Run 1, nets reached from selected ports:
Bar = 20 um.
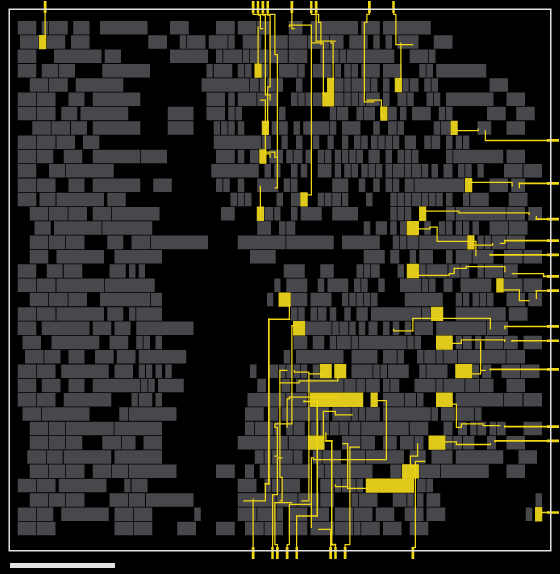
Run 1, wiring by layer:
Two of the layers only.
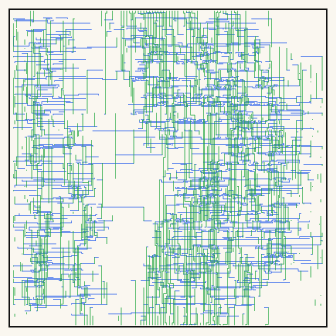
Run 1, clock nets:
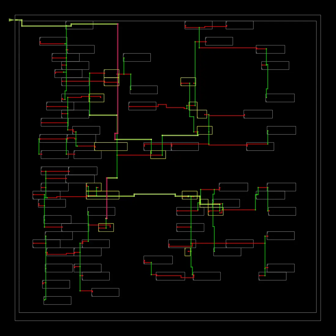
--- config.mk ---
export PLATFORM = sky130hd
export DESIGN_NAME = fetch_unit
export DESIGN_NICKNAME = d
export VERILOG_FILES = /design/src/rtl/fetch_unit.sv
export SDC_FILE = /design/constraint.sdc
export NUM_CORES = 1
export LEC_CHECK = 0
export ABC_AREA = 1
export CAP_MARGIN = 30
export CORE_UTILIZATION = 40
export CTS_CLUSTER_SIZE = 16
export DETAILED_ROUTE_END_ITERATION = 10
export GPL_ROUTABILITY_DRIVEN = 0
export HOLD_SLACK_MARGIN = 0.15
export PLACE_DENSITY = 0.81
export SLEW_MARGIN = 20
export SYNTH_ARGS = -nofsm -noshare
export SYNTH_HDL_FRONTEND = slang
export SYNTH_SLANG_ARGS = --single-unit
export TNS_END_PERCENT = 100
--- constraint.sdc ---
create_clock -name clk -period 2.1 [get_ports clk]
set_clock_uncertainty 0.05 [all_clocks]
set_input_delay 0.21 -clock clk [delete_from_list [all_inputs] [get_ports clk]]
set_output_delay 0.21 -clock clk [all_outputs]
set_load 0.03 [all_outputs]
--- src/rtl/fetch_unit.sv ---
// fetch_unit: PC register and req/rdy instruction fetch feeding the control unit.
// Optional misaligned-target trap (misaligned output, HALT state) when FETCH_MISALIGN_TRAP_EN is defined.
module fetch_unit #(
    parameter logic [31:0] RESET_PC  = 32'h0000_0000,
    parameter logic [31:0] NOP_INSTR = 32'h0000_0013
) (
    input  logic        clk,
    input  logic        rst,
    output logic        imemReq,
    output logic [31:0] imemAddr,
    input  logic        imemRdy,
    input  logic [31:0] imemData,
    input  logic        instrAccept,
    input  logic        pcSrc,
    input  logic [31:0] pcTarget,
    output logic [31:0] instr,
    output logic        instrValid,
    output logic [6:0]  op,
    output logic [2:0]  f3,
    output logic        f7,
    output logic [31:0] pc,
`ifdef FETCH_MISALIGN_TRAP_EN
    output logic        misaligned,
`endif
    output logic [31:0] pcPlus4
);
    typedef enum logic [1:0] {
        IDLE,
        REQ,
        HOLD
`ifdef FETCH_MISALIGN_TRAP_EN
        , HALT
`endif
    } state_t;

    state_t      state;
    logic [31:0] next_pc;

    assign imemAddr = pc;
    assign pcPlus4  = pc + 32'd4;
    assign op       = instr[6:0];
    assign f3       = instr[14:12];
    assign f7       = instr[30];
    assign next_pc  = pcSrc ? (pcTarget & 32'hFFFF_FFFC) : pcPlus4;

    // Fetch FSM: request, capture the returned word, hold it until the core accepts, then advance pc
    always_ff @(posedge clk or posedge rst) begin
        if (rst) begin
            state      <= IDLE;
            pc         <= RESET_PC;
            imemReq    <= 1'b0;
            instrValid <= 1'b0;
            instr      <= NOP_INSTR;
`ifdef FETCH_MISALIGN_TRAP_EN
            misaligned <= 1'b0;
`endif
        end else begin
            case (state)
                IDLE: begin
                    state   <= REQ;
                    imemReq <= 1'b1;
                end
                REQ: if (imemRdy) begin
                    instr      <= imemData;
                    instrValid <= 1'b1;
                    imemReq    <= 1'b0;
                    state      <= HOLD;
                end
                HOLD: if (instrAccept) begin
                    instrValid <= 1'b0;
                    instr      <= NOP_INSTR;
`ifdef FETCH_MISALIGN_TRAP_EN
                    if (pcSrc && pcTarget[1:0] != 2'b00) begin
                        misaligned <= 1'b1;
                        pc         <= pcTarget;
                        state      <= HALT;
                    end else begin
                        pc      <= next_pc;
                        imemReq <= 1'b1;
                        state   <= REQ;
                    end
`else
                    pc      <= next_pc;
                    imemReq <= 1'b1;
                    state   <= REQ;
`endif
                end
                default: state <= IDLE;
`ifdef FETCH_MISALIGN_TRAP_EN
                HALT: state <= HALT;
`endif
            endcase
        end
    end
endmodule

==> reports/qor.yml, run 1 <==
fin_tns_setup_ns: -0.154
wl_met1_mm: 4.84
setup_viol: 6
fin_ws_ns: -0.0461
via_per_inst: 4.81
combPwrFrac_pct: 64.6
cts-resized-gates: 19
chipArea_um2: 10500
p_switching_mw: 5.30
violations: "setup timing"
synth_top_area_share_pct: 38.9
wl_met2_mm: 5.95
synth_top_cell_by_area: "dfrtp_1"
tritoncts: "built"
synthAoiAreaFrac_pct: 12.5
num-nonclk-buffers: 223
first_global_vias: 3799
core-area_um2: 9770
postSynthSeqShare_pct: 40.8
gr-total-overflow: 0
status: "finished, violations left"
seq_power_mw: 2.54
logic_area_um2: 1930
grt_max_degree: 67
fp_util_pct: 41.5
crit_end: "pcPlus4[27]"
internal_power_mw: 5.39
use_met1_pct: 25.5
worstPathCellList: "buf_4 -> inv_1 -> nor2_8 -> nand2_4 -> buf_6 -> nor2_4 -> nand2_1 -> nand2_1 -> nand2_1 -> buf_4"
antenna_cells: 0
startpoint_type: "flop"
Back to the opening pictures, 'nets reached from selected ports':
color	port	bits	direction	edge	end cells	buffers	wire
yellow	pcPlus4	32	output	13 east, 10 north, 9 south	32	30	889 um
IO Port Bufs: 201
io pins: 210

Back to the opening pictures, 'wiring by layer':
color	layer	wire length
green	met2	5950 um
blue	met1	4840 um
Avg WL per Cell: 14.1 um
via count: 4059
gr usage total: 22.0%

Back to the opening pictures, 'clock nets':
clock sink total: 66
total CTS buffers: 9
clock buffers: 10
clock network power: 1.24 mW
Seq cells: 66

Run 1, where the registers sit:
Bar = 20 um.
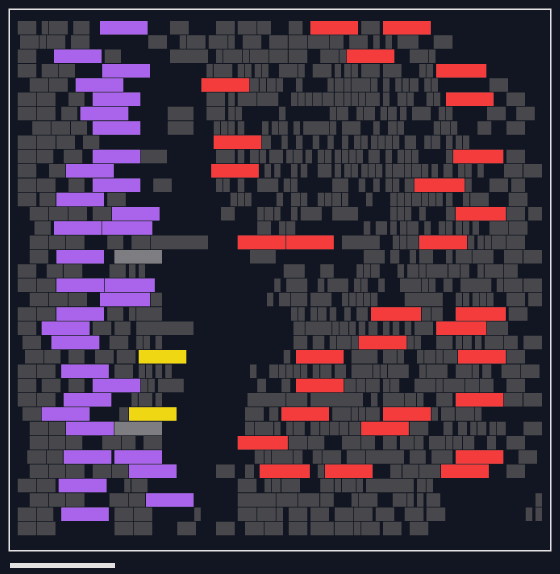

==> run 2: changes to the inputs <==
--- a/config.mk
+++ b/config.mk
@@ -7,12 +7,15 @@
 export LEC_CHECK = 0
 export ABC_AREA = 1
 export CAP_MARGIN = 30
+export CORE_ASPECT_RATIO = 1.75
 export CORE_UTILIZATION = 40
 export CTS_CLUSTER_SIZE = 16
 export DETAILED_ROUTE_END_ITERATION = 10
 export GPL_ROUTABILITY_DRIVEN = 0
 export HOLD_SLACK_MARGIN = 0.15
+export MAX_ROUTING_LAYER = met4
 export PLACE_DENSITY = 0.81
+export SKIP_CTS_REPAIR_TIMING = 1
 export SLEW_MARGIN = 20
 export SYNTH_ARGS = -nofsm -noshare
 export SYNTH_HDL_FRONTEND = slang
Run 2, where the registers sit:
Bar = 20 um.
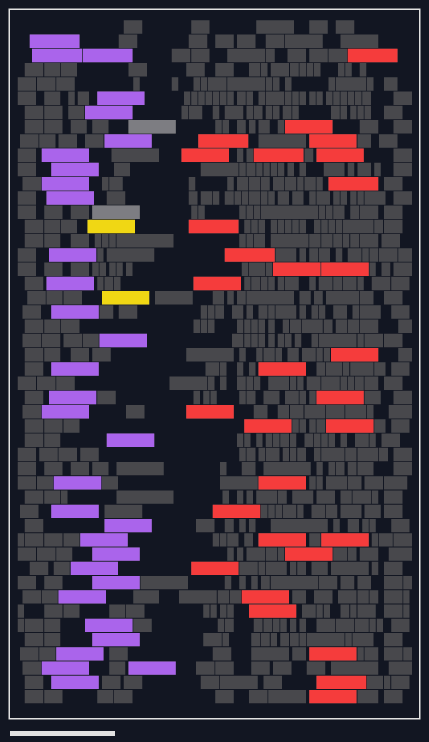
color	name in the netlist	flops
red	imemAddr	30
purple	instr	32
yellow	state	2
not colored	2
utilization after layout: 68.2%
sequential cell area share: 24.8%

==> reports/qor.yml, run 2 <==
status: "finished, violations left"
violations: "setup timing"
postSynthSeqShare_pct: 40.8
num-nonclk-buffers: 232
use_met1_pct: 25.6
gr-usage-met2_pct: 45.1
fin_tns_setup_ns: -0.667
internal_power_mw: 6.34
synth_top_area_share_pct: 38.9
synthAoiAreaFrac_pct: 12.5
drtIter0Drc: 336
place_ws_ns: 0.0604
cts.sinks: 66
fp_util_pct: 41.1
wl_met2_mm: 7.11
startpoint: "imemAddr[2]"
io_pins: 210
fin_ws_ns: -0.145
core-area_um2: 9850
gr-total-overflow: 0
pg_clk_mw: 1.89
tritoncts: "built"
ff_count: 66
crit_end: "pcPlus4[22]"
nClkBuffers: 10
setup_viol: 9
seq_power_mw: 2.45
p_switching_mw: 5.52
via_per_inst: 5.07
logic_area_um2: 1950
first_global_vias: 4201
wl_met1_mm: 4.92
worstPathCellList: "buf_6 -> ha_4 -> nand2_4 -> nor2_4 -> buf_6 -> nand2_8 -> nor2_4 -> nand2_1 -> nand2_1 -> nand2_2 -> buf_12"
grt_max_degree: 33
r2r.worst_path.cells: 12
cts_made_buffers: 9
Run 2, wiring by layer:
Two of the layers only.
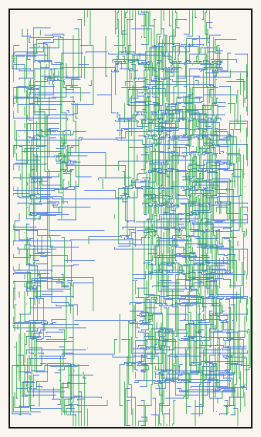
color	layer	wire length
blue	met1	4920 um
green	met2	7110 um
WL final: 13.6 mm
gr usage total: 25.6%
Avg WL per Cell: 16.1 um
via count: 4282

Power is estimated from default activity; no workload was simulated.
